===== config.mk =====
export PLATFORM = sky130hd
export DESIGN_NAME = snes_btn_event_queue
export DESIGN_NICKNAME = d
export VERILOG_FILES = /design/src/rtl/snes_pkg.sv /design/src/rtl/snes_evt_fifo.sv /design/src/rtl/snes_btn_event_queue.sv
export SDC_FILE = /design/constraint.sdc
export NUM_CORES = 1
export LEC_CHECK = 0
export CAP_MARGIN = 20
export CORE_ASPECT_RATIO = 1.25
export CORE_MARGIN = 5
export CORE_UTILIZATION = 26
export CTS_CLUSTER_DIAMETER = 80
export DETAILED_ROUTE_END_ITERATION = 7
export RECOVER_POWER = 50
export SLEW_MARGIN = 5
export SYNTH_ARGS = -nofsm -noshare
export SYNTH_HDL_FRONTEND = slang
export SYNTH_SLANG_ARGS = --single-unit

===== constraint.sdc =====
create_clock -name clk_25M -period 3 [get_ports clk_25M]
set_input_delay 0.45 -clock clk_25M [delete_from_list [all_inputs] [get_ports clk_25M]]
set_output_delay 0.45 -clock clk_25M [all_outputs]
set_load 0.03 [all_outputs]

===== src/rtl/snes_pkg.sv =====
// +------------------------------------------------------------------+
// | Module : snes_pkg                                                |
// | Desc   : Shared SNES button indices, event layout and helpers.   |
// |          SNES_EVT_TIMESTAMP_EN widens events with a frame stamp.  |
// | Rev    : 1.0                                                     |
// +------------------------------------------------------------------+
`default_nettype none

package snes_pkg;

  localparam int NUM_BTNS = 12;

  localparam int B      = 0;
  localparam int Y      = 1;
  localparam int SELECT = 2;
  localparam int START  = 3;
  localparam int UP     = 4;
  localparam int DOWN   = 5;
  localparam int RIGHT  = 6;
  localparam int LEFT   = 7;
  localparam int A      = 8;
  localparam int X      = 9;
  localparam int L      = 10;
  localparam int R      = 11;

  localparam int EVT_PRESS_BIT = 7;
  localparam int EVT_IDX_LSB   = 0;
  localparam int EVT_IDX_W     = 4;
  localparam int EVT_W         = 8;
  localparam int TS_W          = 16;

`ifdef SNES_EVT_TIMESTAMP_EN
  localparam int EVT_DATA_W = TS_W + EVT_W;
`else
  localparam int EVT_DATA_W = EVT_W;
`endif

  typedef struct packed {
    logic                 press;
    logic [2:0]           rsvd;
    logic [EVT_IDX_W-1:0] idx;
  } evt_t;

  function automatic evt_t make_evt(input logic press, input logic [EVT_IDX_W-1:0] idx);
    evt_t e;
    e.press = press;
    e.rsvd  = 3'b000;
    e.idx   = idx;
    return e;
  endfunction

endpackage

`default_nettype wire


===== src/rtl/snes_evt_fifo.sv =====
// +------------------------------------------------------------------+
// | Module : snes_evt_fifo                                           |
// | Desc   : Synchronous first-word-fall-through event FIFO.         |
// | Rev    : 1.0                                                     |
// +------------------------------------------------------------------+
`default_nettype none

module snes_evt_fifo #(
  parameter int WIDTH = 8,
  parameter int DEPTH = 16
) (
  input  logic                     clk,
  input  logic                     rst,
  input  logic                     push,
  input  logic [WIDTH-1:0]         din,
  input  logic                     pop,
  output logic [WIDTH-1:0]         dout,
  output logic                     full,
  output logic                     empty,
  output logic [$clog2(DEPTH):0]   count
);

  localparam int c_AW = $clog2(DEPTH);

  logic [WIDTH-1:0] r_mem [DEPTH];
  logic [c_AW-1:0]  r_wr_ptr;
  logic [c_AW-1:0]  r_rd_ptr;
  logic [c_AW:0]    r_count;
  logic             w_pop_ok;
  logic             w_push_ok;

  assign empty     = (r_count == '0);
  assign full      = (r_count == (c_AW+1)'(DEPTH));
  assign w_pop_ok  = pop & ~empty;
  // A full FIFO still accepts a write when the head leaves in the same cycle.
  assign w_push_ok = push & (~full | w_pop_ok);
  assign count     = r_count;
  assign dout      = empty ? '0 : r_mem[r_rd_ptr];

  always_ff @(posedge clk) begin
    if (w_push_ok) begin
      r_mem[r_wr_ptr] <= din;
    end
  end

  always_ff @(posedge clk) begin
    if (rst) begin
      r_wr_ptr <= '0;
      r_rd_ptr <= '0;
      r_count  <= '0;
    end else begin
      if (w_push_ok) begin
        r_wr_ptr <= r_wr_ptr + 1'b1;
      end
      if (w_pop_ok) begin
        r_rd_ptr <= r_rd_ptr + 1'b1;
      end
      case ({w_push_ok, w_pop_ok})
        2'b10:   r_count <= r_count + 1'b1;
        2'b01:   r_count <= r_count - 1'b1;
        default: r_count <= r_count;
      endcase
    end
  end

endmodule

`default_nettype wire


===== src/rtl/snes_btn_event_queue.sv =====
// +------------------------------------------------------------------+
// | Module : snes_btn_event_queue                                    |
// | Desc   : Debounces SNES button frames and queues press/release   |
// |          events; SNES_EVT_TIMESTAMP_EN adds a 16-bit frame stamp. |
// | Rev    : 1.0                                                     |
// +------------------------------------------------------------------+
`default_nettype none

module snes_btn_event_queue #(
  parameter int NUM_BTNS       = 12,
  parameter int DEBOUNCE_POLLS = 2,
  parameter int FIFO_DEPTH     = 16,
  parameter bit BTN_ACTIVE_LOW = 1'b0
) (
  input  logic                              clk_25M,
  input  logic                              rst,
  input  logic [NUM_BTNS-1:0]               btn_in,
  input  logic                              btn_valid,
  input  logic                              evt_rd,
  input  logic                              ovf_clr,
  output logic [NUM_BTNS-1:0]               btn_stable,
  output logic [snes_pkg::EVT_DATA_W-1:0]   evt_data,
  output logic                              evt_valid,
  output logic [$clog2(FIFO_DEPTH):0]       evt_count,
  output logic                              overflow
);

  import snes_pkg::*;

  localparam int         c_IDX_W   = EVT_IDX_W;
  localparam logic [2:0] c_DEB     = 3'(DEBOUNCE_POLLS);
  localparam logic [0:0] c_ST_IDLE = 1'b0;
  localparam logic [0:0] c_ST_SCAN = 1'b1;

  logic [NUM_BTNS-1:0]   w_norm;
  logic [NUM_BTNS-1:0]   w_stable;
  logic [NUM_BTNS-1:0]   w_flip;
  logic [NUM_BTNS-1:0]   w_clr;
  logic [NUM_BTNS-1:0]   w_pend_nxt;
  logic [NUM_BTNS-1:0]   r_pend;
  logic [c_IDX_W-1:0]    w_idx;
  logic [0:0]            r_state;
  logic [0:0]            w_state_nxt;
  logic                  w_push;
  logic                  w_pop;
  logic                  w_drop;
  logic                  w_full;
  logic                  w_empty;
  logic                  r_ovf;
  evt_t                  w_evt;
  logic [EVT_DATA_W-1:0] w_din;

  assign w_norm = BTN_ACTIVE_LOW ? ~btn_in : btn_in;

  generate
    for (genvar gi = 0; gi < NUM_BTNS; gi++) begin : g_btn
      logic [2:0] r_cnt;
      logic       r_bit;
      logic       w_diff;
      logic       w_hit;

      assign w_diff       = w_norm[gi] ^ r_bit;
      assign w_hit        = btn_valid & w_diff & ((r_cnt + 3'd1) == c_DEB);
      assign w_flip[gi]   = w_hit;
      assign w_stable[gi] = r_bit;

      always_ff @(posedge clk_25M) begin
        if (rst) begin
          r_cnt <= '0;
          r_bit <= 1'b0;
        end else if (btn_valid) begin
          if (!w_diff || w_hit) begin
            r_cnt <= '0;
          end else begin
            r_cnt <= r_cnt + 3'd1;
          end
          if (w_hit) begin
            r_bit <= w_norm[gi];
          end
        end
      end
    end
  endgenerate

  // Lowest pending index wins: the descending loop leaves the smallest hit last.
  always_comb begin
    w_idx = '0;
    for (int i = NUM_BTNS - 1; i >= 0; i--) begin
      if (r_pend[i]) begin
        w_idx = c_IDX_W'(i);
      end
    end
  end

  // A same-cycle flip re-arms a bit the scanner is clearing.
  assign w_clr      = w_push ? (NUM_BTNS'(1) << w_idx) : '0;
  assign w_pend_nxt = (r_pend & ~w_clr) | w_flip;

  always_ff @(posedge clk_25M) begin
    if (rst) begin
      r_state <= c_ST_IDLE;
      r_pend  <= '0;
    end else begin
      r_state <= w_state_nxt;
      r_pend  <= w_pend_nxt;
    end
  end

  always_comb begin
    w_state_nxt = r_state;
    case (r_state)
      c_ST_IDLE: if (r_pend != '0) w_state_nxt = c_ST_SCAN;
      c_ST_SCAN: if (w_pend_nxt == '0) w_state_nxt = c_ST_IDLE;
      default:   w_state_nxt = c_ST_IDLE;
    endcase
  end

  always_comb begin
    w_push = 1'b0;
    if (r_state == c_ST_SCAN) begin
      w_push = 1'b1;
    end
  end

  assign w_evt = make_evt(w_stable[w_idx], w_idx);

`ifdef SNES_EVT_TIMESTAMP_EN
  logic [TS_W-1:0] r_frame;

  always_ff @(posedge clk_25M) begin
    if (rst) begin
      r_frame <= '0;
    end else if (btn_valid) begin
      r_frame <= r_frame + 1'b1;
    end
  end

  assign w_din = {r_frame, w_evt};
`else
  assign w_din = w_evt;
`endif

  assign w_pop  = evt_rd & ~w_empty;
  assign w_drop = w_push & w_full & ~w_pop;

  always_ff @(posedge clk_25M) begin
    if (rst) begin
      r_ovf <= 1'b0;
    end else if (w_drop) begin
      r_ovf <= 1'b1;
    end else if (ovf_clr) begin
      r_ovf <= 1'b0;
    end
  end

  snes_evt_fifo #(
    .WIDTH (EVT_DATA_W),
    .DEPTH (FIFO_DEPTH)
  ) u_fifo (
    .clk   (clk_25M),
    .rst   (rst),
    .push  (w_push),
    .din   (w_din),
    .pop   (evt_rd),
    .dout  (evt_data),
    .full  (w_full),
    .empty (w_empty),
    .count (evt_count)
  );

  assign btn_stable = w_stable;
  assign evt_valid  = ~w_empty;
  assign overflow   = r_ovf;

endmodule

`default_nettype wire


**Run 1: track usage over the die**

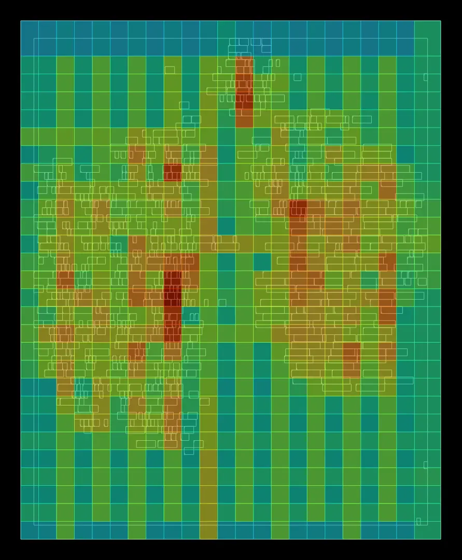
share of the core filled with cells: 31.1%
layer carrying the most global-route usage: met2
met3 Resource Use GR: 2.53%
routed length per instance: 14.5 microns
global-route usage over all layers: 10.1%

**Run 1: routed metal, one color a layer**

(2 px per micron)
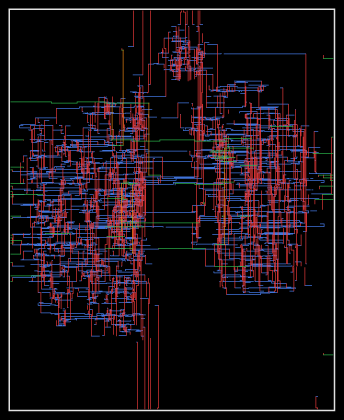
[met1] blue | wire length: 7,190 microns
[met4] orange | wire length: 207 microns
[met3] green | wire length: 574 microns
[met2] red | wire length: 8,040 microns
Post-Route WL: 16.0 mm
total number of vias: 5,010

==> summary.txt, run 1 <==
Flow results.

- The most used flip-flop cell after synthesis is sky130_fd_sc_hd__edfxtp_1.
- The power report lists the combinational group at ~0.0018 W.
- The repair_antennas step left the layout with diodes totalling 0.
- The synthesized design contains between 150 and 200 register bits.
- The die boundary width is 162 microns.
- The site row count is ~69.
- The most numerous cell type found on the critical path is sky130_fd_sc_hd__mux4_2.
- The number of enable flip-flop cells is roughly 80.
- The count of boundary I/O pins is about 44.
- The number of warning messages in the logs is between 40 and 50.
- The critical path launch point type is a flop.
- The combinational cell area excluding buffers and inverters is ~3200 sq um.
- The minimum period implied by the final worst setup slack is approximately 2.9 ns.
- The gate family responsible for the most delay along the worst path is multiplexers.
- The number of buffer cells added on primary ports is approximately 40.
- The critical path endpoint category is an output pin.
- The area growth from synthesis to layout is 18.2%.
- The multi-input gate share of the layout cell area is between 30% and 40%.
- The via count of the first global-routing pass was between 4,000 and 5,000.
- After layout, the worst path uses between 90% and 100% of the clock period.
- According to the dpl log, the detail-placed design has an HPWL of between 10 and 15 mm.
- The flow ran to the end, and the final reports show no timing, DRC or antenna violations.
- Looking at the post-CTS report, the setup buffer insertion count equals 0.
- The synthesized-area fraction occupied by xor and xnor cells is under 10%.
- Endpoints failing hold in the final report were tallied at 0.
- The endpoint identified for the worst register-to-register timing path is u_fifo.r_mem[4][4].
- The root buffer cell chosen for the clock tree is sky130_fd_sc_hd__clkbuf_16.
- Hold analysis shows the worst path with a depth of 2.
- The synthesis run identifies the leading combinational cell family as simple AND/OR/NAND/NOR gates.
- The internal power of the cells totals roughly 0.0044 W.
- STA shows the worst min-delay path finishing at g_btn[0].r_cnt[1].
**Run 1: where the registers sit**

(2 px per micron) Other sequential cells in the stronger gray, the rest of the logic in the fainter gray.
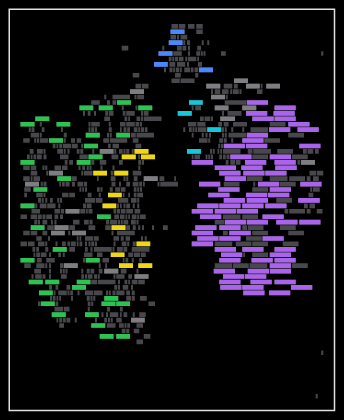
[`u_fifo.r_wr_ptr`] cyan | sequential cells: 4 | where: top center
[`r_pend`] yellow | sequential cells: 12
[`u_fifo.count`] blue | sequential cells: 5 | where: top center
[`g_btn.r_cnt`] green | sequential cells: 36
[`u_fifo.r_mem`] purple | sequential cells: 80 | where: middle right
not colored: 22
power attributed to sequential cells: 0.00255 W
Seq/total area: 44.9%

[run 1: cell usage after synthesis, drive strengths merged, types with 2 or more instances]
master  number  area (sq um)
o31ai        3          22.5
mux4        25           563
and3         2          12.5
a211oi       3          22.5
clkbuf      20          75.1
nor2b       19           119
a21oi       54           270
inv         32           120
nor4         3          25.0
mux2i       14           140
dfxtp       79          1580
xor2        19           166
o31a         2          18.8
ha          33           413
nand2       51           191
o21ai       20           104
nand4       10          62.6
edfxtp      80          2400
nor2       113           424
nor3b       13          97.6
a21o         4          30.0
buf         23           159
nor3        10          50.1
xnor2       14           123
a31oi        2          12.5
nand3       13          65.1
nand2b       6          37.5
[run 1: stage by stage]
step                      std cells  hold WS (ns)  utilization [%]  area, sq um  worst slack [ns]
after detailed placement       1068         0.475             29.2         8330             0.197
after global routing           1101         0.489             31.1         8870            0.0148
final                          1101         0.483             31.1         8870            0.0937
after floorplan                 690         0.458                -         7510             0.175
after global placement         1068         0.468             29.2         8330             0.250
after CTS                      1100         0.486             31.2         8880            0.0311
[run 1: worst register-to-register path: stages (launching register included)]
cell	delay, ns
sky130_fd_sc_hd__dfxtp_1	0.43
sky130_fd_sc_hd__nor2_1	0.06
sky130_fd_sc_hd__a221o_1	0.35
sky130_fd_sc_hd__a221oi_2	0.27
sky130_fd_sc_hd__buf_4	0.19
sky130_fd_sc_hd__mux2i_1	0.08
sky130_fd_sc_hd__o21ai_0	0.32
sky130_fd_sc_hd__o22ai_1	0.14
sky130_fd_sc_hd__a2111oi_2	0.36
sky130_fd_sc_hd__buf_4	0.28
[run 1: routing by layer]
layer / vias up / track usage (%) / routed length [microns]
li1: 2505 / - / -
met1: 2396 / 12.6 / 7190
met2: 94 / 17.5 / 8040
met3: 15 / 2.53 / 573
met5: - / 0 / 0
met4: 0 / 2.70 / 206
--- run 2 (diff from run 1) ---
CORE_MARGIN = 2   (was 5)
TNS_END_PERCENT = 50   (was default)
**Run 2: where the registers sit**

(2 px per micron) Other sequential cells in the stronger gray, the rest of the logic in the fainter gray.
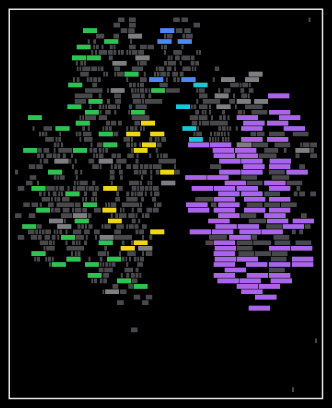
[`u_fifo.r_wr_ptr`] cyan | sequential cells: 4 | where: top center
[`u_fifo.count`] blue | sequential cells: 5 | where: top center
[`u_fifo.r_mem`] purple | sequential cells: 80 | where: middle right
[`r_pend`] yellow | sequential cells: 12 | where: center
[`g_btn.r_cnt`] green | sequential cells: 36
not colored: 22
Seq/total area: 44.6%
share of the core filled with cells: 31.4%

**Run 2: routed metal, one color a layer**

(2 px per micron)
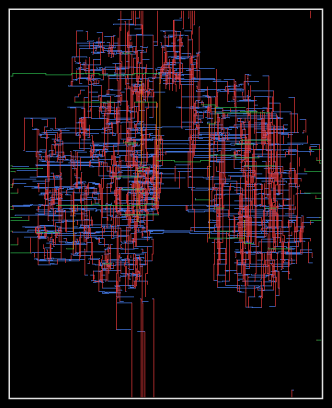
[met1] blue | wire length: 6,900 microns
[met4] orange | wire length: 255 microns
[met3] green | wire length: 547 microns
[met2] red | wire length: 8,350 microns
global-route usage over all layers: 11.0%
Post-Route WL: 16.0 mm
total number of vias: 5,026

**Run 2: clock network drawn from the DEF**

(1.5 px per micron)
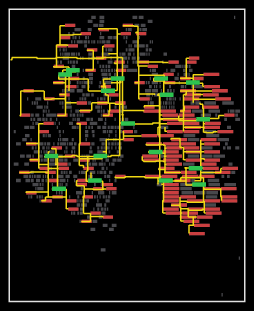
[flip-flops] red | count: 159
[cells driving clock nets] green | count: 17
[clock wires] yellow | length: 2,060 microns
routed clock nets: 18
Worst-Skew Late Latency: 0.44 ns
clock share of power: 33.9%
clock distribution power: 0.00220 W
final worst clock skew: 0.0130 ns

==> summary.txt, run 2 <==
Flow results.

- The via count of the first global-routing pass was about 5,000.
- The die is 156 microns wide.
- The site row count is approximately 70.
- CTS placed an instance of sky130_fd_sc_hd__clkbuf_16 at the clock tree root.
- STA classifies the critical path endpoint as an output pin.
- The number of buffer cells added on primary ports is approximately 40.
- The count of boundary I/O pins is ~44.
- Detailed placement ended at an HPWL of approximately 12 mm.
- The most common cell in the netlist is sky130_fd_sc_hd__nor2_1.
- On the final layout, the worst hold slack is just under 0.5 ns.
- The script logs the mean routed wire length per placed instance as around 15 microns.
- The final timing summary puts the cycle share of the worst path at 97.5%.
- The routed wirelength on the met1 layer is recorded as between 6 and 7 mm.
- The dominant cell type by area after synthesis is sky130_fd_sc_hd__edfxtp_1.
- The multi-input combinational cells in the finished layout cover a total of about 3200 sq um.
- In this run the top signal layer used is met4.
- The post-CTS setup repair buffer count is 0.
- The run finished with clean final reports.
- After detailed routing, the met3 layer carries between 500 and 600 microns of wire.
- Leaving out filler cells and counting taps, the final layout contains about 1,100.
- STA classifies the critical path startpoint as a flop.
- The minimum period implied by the final worst setup slack is roughly 2.9 ns.
- The flow measured a signed area growth from synthesis to layout of 19.0%.
- The number of endpoints with negative hold slack in the final report is 0.
- After detailed placement, the design holds a cell count of between 1,000 and 1,500.
==> run 2: logic make-up after synthesis <==
logic type	after synthesis	share of synthesized area [%]
simple gates	248	15.3
flops	159	53.1
compound gates	99	7.84
buf+inv	75	4.72
mux	39	9.37
fa+ha+maj	34	5.77
xor+xnor	33	3.85
other cells	1	0.0500
==> run 2: per-stage QoR <==
stage	instance area (sq um)	worst slack (ns)	utilization, %
floorplan	7510	0.175	-
global placement	8310	0.224	29.3
detailed placement	8310	0.157	29.3
CTS	8930	0.00717	31.4
global route	8930	-0.00119	31.4
finish	8930	0.0760	31.4
==> run 2: worst paths after layout <==
kind,slack [ns],end,start
worst max-delay path,0.08,evt_data[0],flop
worst min-delay path,0.49,overflow,overflow
worst max register to register,0.39,u_fifo.r_mem[8][4],r_pend[7]
worst min register to register,0.49,overflow,overflow
==> run 2: power groups by stage <==
stage / Sequential (W) / Combinational, W / Clock, W
2_1_floorplan: 0.00261 / 0.00115 / 0
3_3_place_gp: 0.00258 / 0.00176 / 0
3_5_place_dp: 0.00259 / 0.00180 / 0
4_1_cts: 0.00254 / 0.00176 / 0.00226
5_1_grt: 0.00256 / 0.00192 / 0.00236
6_report: 0.00254 / 0.00175 / 0.00220
==> run 2: layout make-up <==
type,count,area share [%]
clock buffers,17,4.77
clock inverters,15,2.20
inverters,32,1.35
multi-input cells,456,35.6
flip-flops and latches,159,44.6
well taps,355,4.98
repair buffers,65,6.48
==> run 2: routing by layer <==
metal	global-route usage, %	vias to the layer above
met5	0	-
met4	3.43	0
met3	2.64	22
met2	19.5	86
met1	13.0	2417
li1	-	2501
==> run 2: timing repair <==
action	in CTS	in global routing
resized	5	2
endpoints found under the hold margin	0	0
cloned	0	1
setup endpoints to repair	5	6
Power figures rest on the tool's default switching activity, not on a simulated workload.
